==> config.mk <==
export PLATFORM = sky130hd
export DESIGN_NAME = sigmoid_logit_bisect_flat
export DESIGN_NICKNAME = d
export VERILOG_FILES = /design/src/rtl/sigmoid_logit_bisect_if.sv /design/src/rtl/sigmoid_logit_bisect.sv /design/src/flat_wrapper.sv
export SDC_FILE = /design/constraint.sdc
export NUM_CORES = 1
export LEC_CHECK = 0
export CAP_MARGIN = 15
export CORE_MARGIN = 10
export CORE_UTILIZATION = 25
export DETAILED_ROUTE_END_ITERATION = 16
export PLACE_DENSITY = 0.51
export SLEW_MARGIN = 0
export SYNTH_ARGS = -nofsm -noshare
export SYNTH_HDL_FRONTEND = slang
export SYNTH_SLANG_ARGS = --single-unit
==> constraint.sdc <==
create_clock -name clk -period 8.3 [get_ports clk]
set_input_delay 1.66 -clock clk [delete_from_list [all_inputs] [get_ports clk]]
set_output_delay 1.66 -clock clk [all_outputs]
set_load 0.01 [all_outputs]
==> src/rtl/sigmoid_logit_bisect_if.sv <==
// Request/response handshake bundle for sigmoid_logit_bisect.
// master drives requests and takes results; slave is the bisection engine.
interface sigmoid_logit_bisect_if #(
    parameter int W_X = 12,
    parameter int W_Y = 12
);
    logic           in_valid;
    logic           in_ready;
    logic [W_Y-1:0] y_in;
    logic           out_valid;
    logic           out_ready;
    logic [W_X-1:0] x_out;
    logic           err;

    modport master (
        output in_valid, y_in, out_ready,
        input  in_ready, out_valid, x_out, err
    );

    modport slave (
        input  in_valid, y_in, out_ready,
        output in_ready, out_valid, x_out, err
    );
endinterface

==> src/rtl/sigmoid_logit_bisect.sv <==
// Inverse of the piecewise-linear sigmoid: smallest Q4.8 x with s(x) >= y, one bisection step per clock.
// Optional feature macro LOGIT_RANGE_CHECK_EN: y > 1.0 sets err and bypasses the 12-step search.
module sigmoid_logit_bisect #(
    parameter int W_X    = 12,
    parameter int X_FRAC = 8,
    parameter int W_Y    = 12,
    parameter int Y_FRAC = 10
) (
    input  logic                  clk,
    input  logic                  reset_n,
    sigmoid_logit_bisect_if.slave bus
);

    localparam logic [W_Y-1:0] Y_ONE     = W_Y'(1 << Y_FRAC);
    localparam logic [W_X-1:0] X_BIAS    = W_X'(1 << (W_X - 1));
    localparam logic [W_X-1:0] X_MAX     = X_BIAS - W_X'(1);
    localparam logic [W_X-1:0] A_SAT     = W_X'(5 << X_FRAC);
    localparam logic [W_X-1:0] A_KNEE2   = W_X'((19 << X_FRAC) >> 3);
    localparam logic [W_X-1:0] A_KNEE1   = W_X'(1 << X_FRAC);
    localparam logic [3:0]     LAST_STEP = 4'(W_X - 1);

    typedef enum logic [1:0] {IDLE, SEARCH, DONE} state_t;

    state_t         r_state, w_next;
    logic           r_live;
    logic [W_Y-1:0] r_y;
    logic [W_X-1:0] r_lo, r_hi, r_x;
    logic [3:0]     r_iter;
    logic           r_bad, r_err;

    logic           w_in_ready, w_accept, w_range_bad, w_hit;
    logic [W_X:0]   w_sum;
    logic [W_X-1:0] w_mid, w_lo_nxt, w_hi_nxt;

    // Position p in [0, 2^W_X) encodes x = p - 2^(W_X-1); flipping the MSB converts.
    function automatic logic [W_Y-1:0] sig_pwl(input logic [W_X-1:0] pos);
        logic [W_X-1:0] c, a;
        logic [W_Y-1:0] f;
        c = pos ^ X_BIAS;
        a = c[W_X-1] ? (W_X'(0) - c) : c;
        if (a >= A_SAT)        f = Y_ONE;
        else if (a >= A_KNEE2) f = W_Y'(a >> 3) + W_Y'(864);
        else if (a >= A_KNEE1) f = W_Y'(a >> 1) + W_Y'(640);
        else                   f = W_Y'(a) + W_Y'(512);
        return c[W_X-1] ? (Y_ONE - f) : f;
    endfunction

`ifdef LOGIT_RANGE_CHECK_EN
    assign w_range_bad = (bus.y_in > Y_ONE);
`else
    assign w_range_bad = 1'b0;
`endif

    assign w_accept = bus.in_valid && w_in_ready;

    always_comb begin
        w_sum    = {1'b0, r_lo} + {1'b0, r_hi};
        w_mid    = w_sum[W_X:1];
        w_hit    = (sig_pwl(w_mid) >= r_y);
        w_lo_nxt = w_hit ? r_lo : (w_mid + W_X'(1));
        w_hi_nxt = w_hit ? w_mid : r_hi;
    end

    always_ff @(posedge clk or negedge reset_n) begin
        if (!reset_n) r_state <= IDLE;
        else          r_state <= w_next;
    end

    // NOTE: every comb output gets a default first so no path can infer a latch.
    always_comb begin
        w_next = r_state;
        unique case (r_state)
            IDLE:    if (w_accept)              w_next = SEARCH;
            SEARCH:  if (r_iter == LAST_STEP)   w_next = DONE;
            DONE:    if (bus.out_ready)         w_next = IDLE;
            default:                            w_next = IDLE;
        endcase
    end

    always_comb begin
        w_in_ready    = r_live && (r_state == IDLE);
        bus.in_ready  = w_in_ready;
        bus.out_valid = (r_state == DONE);
        bus.x_out     = r_x;
        bus.err       = r_err;
    end

    // NOTE: state uses non-blocking assignments so every register samples pre-edge values.
    always_ff @(posedge clk or negedge reset_n) begin
        if (!reset_n) begin
            r_live <= 1'b0;
            r_y    <= '0;
            r_lo   <= '0;
            r_hi   <= '0;
            r_iter <= '0;
            r_bad  <= 1'b0;
            r_x    <= '0;
            r_err  <= 1'b0;
        end else begin
            r_live <= 1'b1;
            unique case (r_state)
                IDLE: if (w_accept) begin
                    r_y    <= bus.y_in;
                    r_lo   <= '0;
                    r_hi   <= '1;
                    r_bad  <= w_range_bad;
                    // Out-of-range requests jump to the final step: result one edge later.
                    r_iter <= w_range_bad ? LAST_STEP : 4'd0;
                end
                SEARCH: begin
                    r_lo   <= w_lo_nxt;
                    r_hi   <= w_hi_nxt;
                    r_iter <= r_iter + 4'd1;
                    if (r_iter == LAST_STEP) begin
                        r_x   <= r_bad ? X_MAX : (w_lo_nxt ^ X_BIAS);
                        r_err <= r_bad;
                    end
                end
                default: ;
            endcase
        end
    end

endmodule

==> src/flat_wrapper.sv <==
// flat-port wrapper written by rule: the top's interface ports become plain ports
module sigmoid_logit_bisect_flat 
#(
    parameter int W_X    = 12,
    parameter int X_FRAC = 8,
    parameter int W_Y    = 12,
    parameter int Y_FRAC = 10
)
  (clk, reset_n, bus_in_valid, bus_y_in, bus_out_ready, bus_in_ready, bus_out_valid, bus_x_out, bus_err);
  sigmoid_logit_bisect_if #(.W_X(W_X), .W_Y(W_Y)) bus_i ();
  input  logic clk;
  input  logic reset_n;
  input wire logic [$bits(bus_i.in_valid)-1:0] bus_in_valid;
  input wire logic [$bits(bus_i.y_in)-1:0] bus_y_in;
  input wire logic [$bits(bus_i.out_ready)-1:0] bus_out_ready;
  output wire logic [$bits(bus_i.in_ready)-1:0] bus_in_ready;
  output wire logic [$bits(bus_i.out_valid)-1:0] bus_out_valid;
  output wire logic [$bits(bus_i.x_out)-1:0] bus_x_out;
  output wire logic [$bits(bus_i.err)-1:0] bus_err;
  assign bus_i.in_valid = bus_in_valid;
  assign bus_i.y_in = bus_y_in;
  assign bus_i.out_ready = bus_out_ready;
  assign bus_in_ready = bus_i.in_ready;
  assign bus_out_valid = bus_i.out_valid;
  assign bus_x_out = bus_i.x_out;
  assign bus_err = bus_i.err;
  sigmoid_logit_bisect #(.W_X(W_X), .X_FRAC(X_FRAC), .W_Y(W_Y), .Y_FRAC(Y_FRAC)) u_core (.clk(clk), .reset_n(reset_n), .bus(bus_i));
endmodule
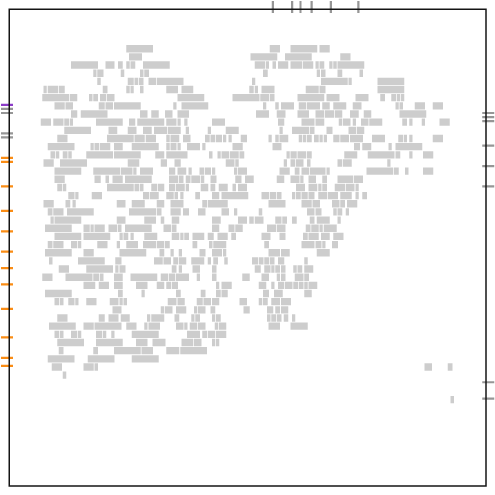
(images/pins.png)
(3 px per µm) Pins as bars across the die edge, other pins in grey.
colour	port	pins	direction	edge
orange	bus_x_out	12	output	left
purple	bus_in_valid	1	input	left
all pins by edge	17 left, 8 right, 6 top
die height: 158 µm
Port Buffer Count: 29

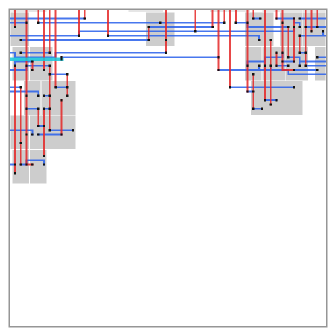
(images/zoom.png)
Window x 67 to 92, y 35 to 60 µm. Cells in grey, sequential cells in the stronger grey; small squares are vias.
colour	layer
blue	met1
cyan	met3
red	met2
sequential cells in the window	0
cells with their middle in the window	17
most frequent	nor2_1 (3), nand3_1 (3)

==> job_summary.md <==
## Synthesis and layout report

| Metric | Value |
|---|---|
| Cell variety after synth | 78 |
| Final hold vios | 0 |
| GR Util met1 | 0.144 |
| Largest net degree at the start of global routing | 56 |
| Min-delay src | u_core.bus.x_out[0] |
| Worst reg-to-reg setup slack | 0.54 ns |
| Tcrit/Tclk final | 0.935 |
| Non-clk buf share | 0.0731 |
| DP Worst Slack | 0.365 ns |
| Seq/Total Area, Yosys | 0.287 |
| Latency at later pin | 0.31 ns |
| Global route hottest layer | met2 |
| Yosys warns | 0 |
| Status | complete, no violations |
| Tool warnings | 30 |
| Yosys xor share | 0.0619 |
| Area of the core | 0.0188 mm² |
| Yosys stat area | 0.00479 mm² |
| Worst r2r path cells | 31 |
| Slew Limit Fails | 0 |
| Worst setup EP type | register |
| Design Area, Final | 0.00555 mm² |
| Antenna Nets Post-Route | 0 |
| Multiplexer share | 0.0734 |
| Comb area share | 0.581 |
| TritonCTS Buffers | 5 |
| Yosys top cell by area | dfrtp_1 |
| Worst Setup EP | u_core.bus.x_out[8] |
| Mapped cell area | 0.00479 mm² |
| N_taps | 234 |
| Crit Reg-Reg Startpoint | u_core.r_lo[4] |
| Nets | 652 |
| Cell area leaders | dfrtp_1, ha_1, nand2_1 |
| Vias per inst | 5.19 |
| Crit Reg-Reg Endpoint | u_core.bus.x_out[8] |
| Max FO, Critical Path | 14 |
| CP startpoint kind | register |
| Number of global-route vias before repair | 4398 |
| GRT Util Overall | 0.108 |
| Fillers | 2021 |
| Resized cells post-CTS | 0 |
| Syn nets | 631 |
| Synth top area share | 0.287 |
| Fraction of registers with async set/reset | 1.00 |
| Met1 wire length | 6340 µm |
| Critical path's top delay family | AND-OR/OR-AND gates |
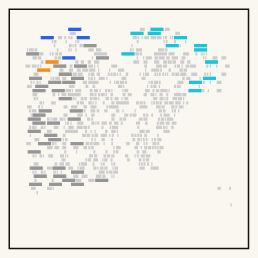
(images/registers.png)
(1.5 px per µm) Other sequential cells in the stronger grey, the rest of the logic in the fainter grey.
colour	netlist name	flops
blue	u_core.r_iter	4
orange	u_core.r_state	2
cyan	u_core.r_y	12
not coloured	37
utilization after layout: 0.295
flop share of the area: 0.248
Sequential Area: 0.00138 mm²

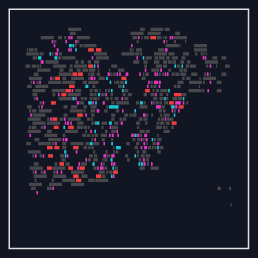
(images/gate_families.png)
(1.5 px per µm)
colour	family	cells
magenta	NAND gates	124
cyan	NOR gates	49
red	multiplexers	33
post-route insts no fill: 839
Commonest Layout Cell: nand2_1

==> cell usage in the layout (no fill, tap or decap), drive strengths merged, types with 6 or more instances in the layout <==
cell type      count
mux2              14
o22ai             13
a31oi             11
inv               26
a21o              13
a21oi             30
mux2i             19
a211oi             6
nor2              28
nand3             17
nand2             91
ha                31
nand4              7
o21ai             46
xnor2             23
clkdlybuf4s50     28
dfrtp             55
and2               6
nor3              11
buf               17
o21a               7
xor2              10
o211ai             6
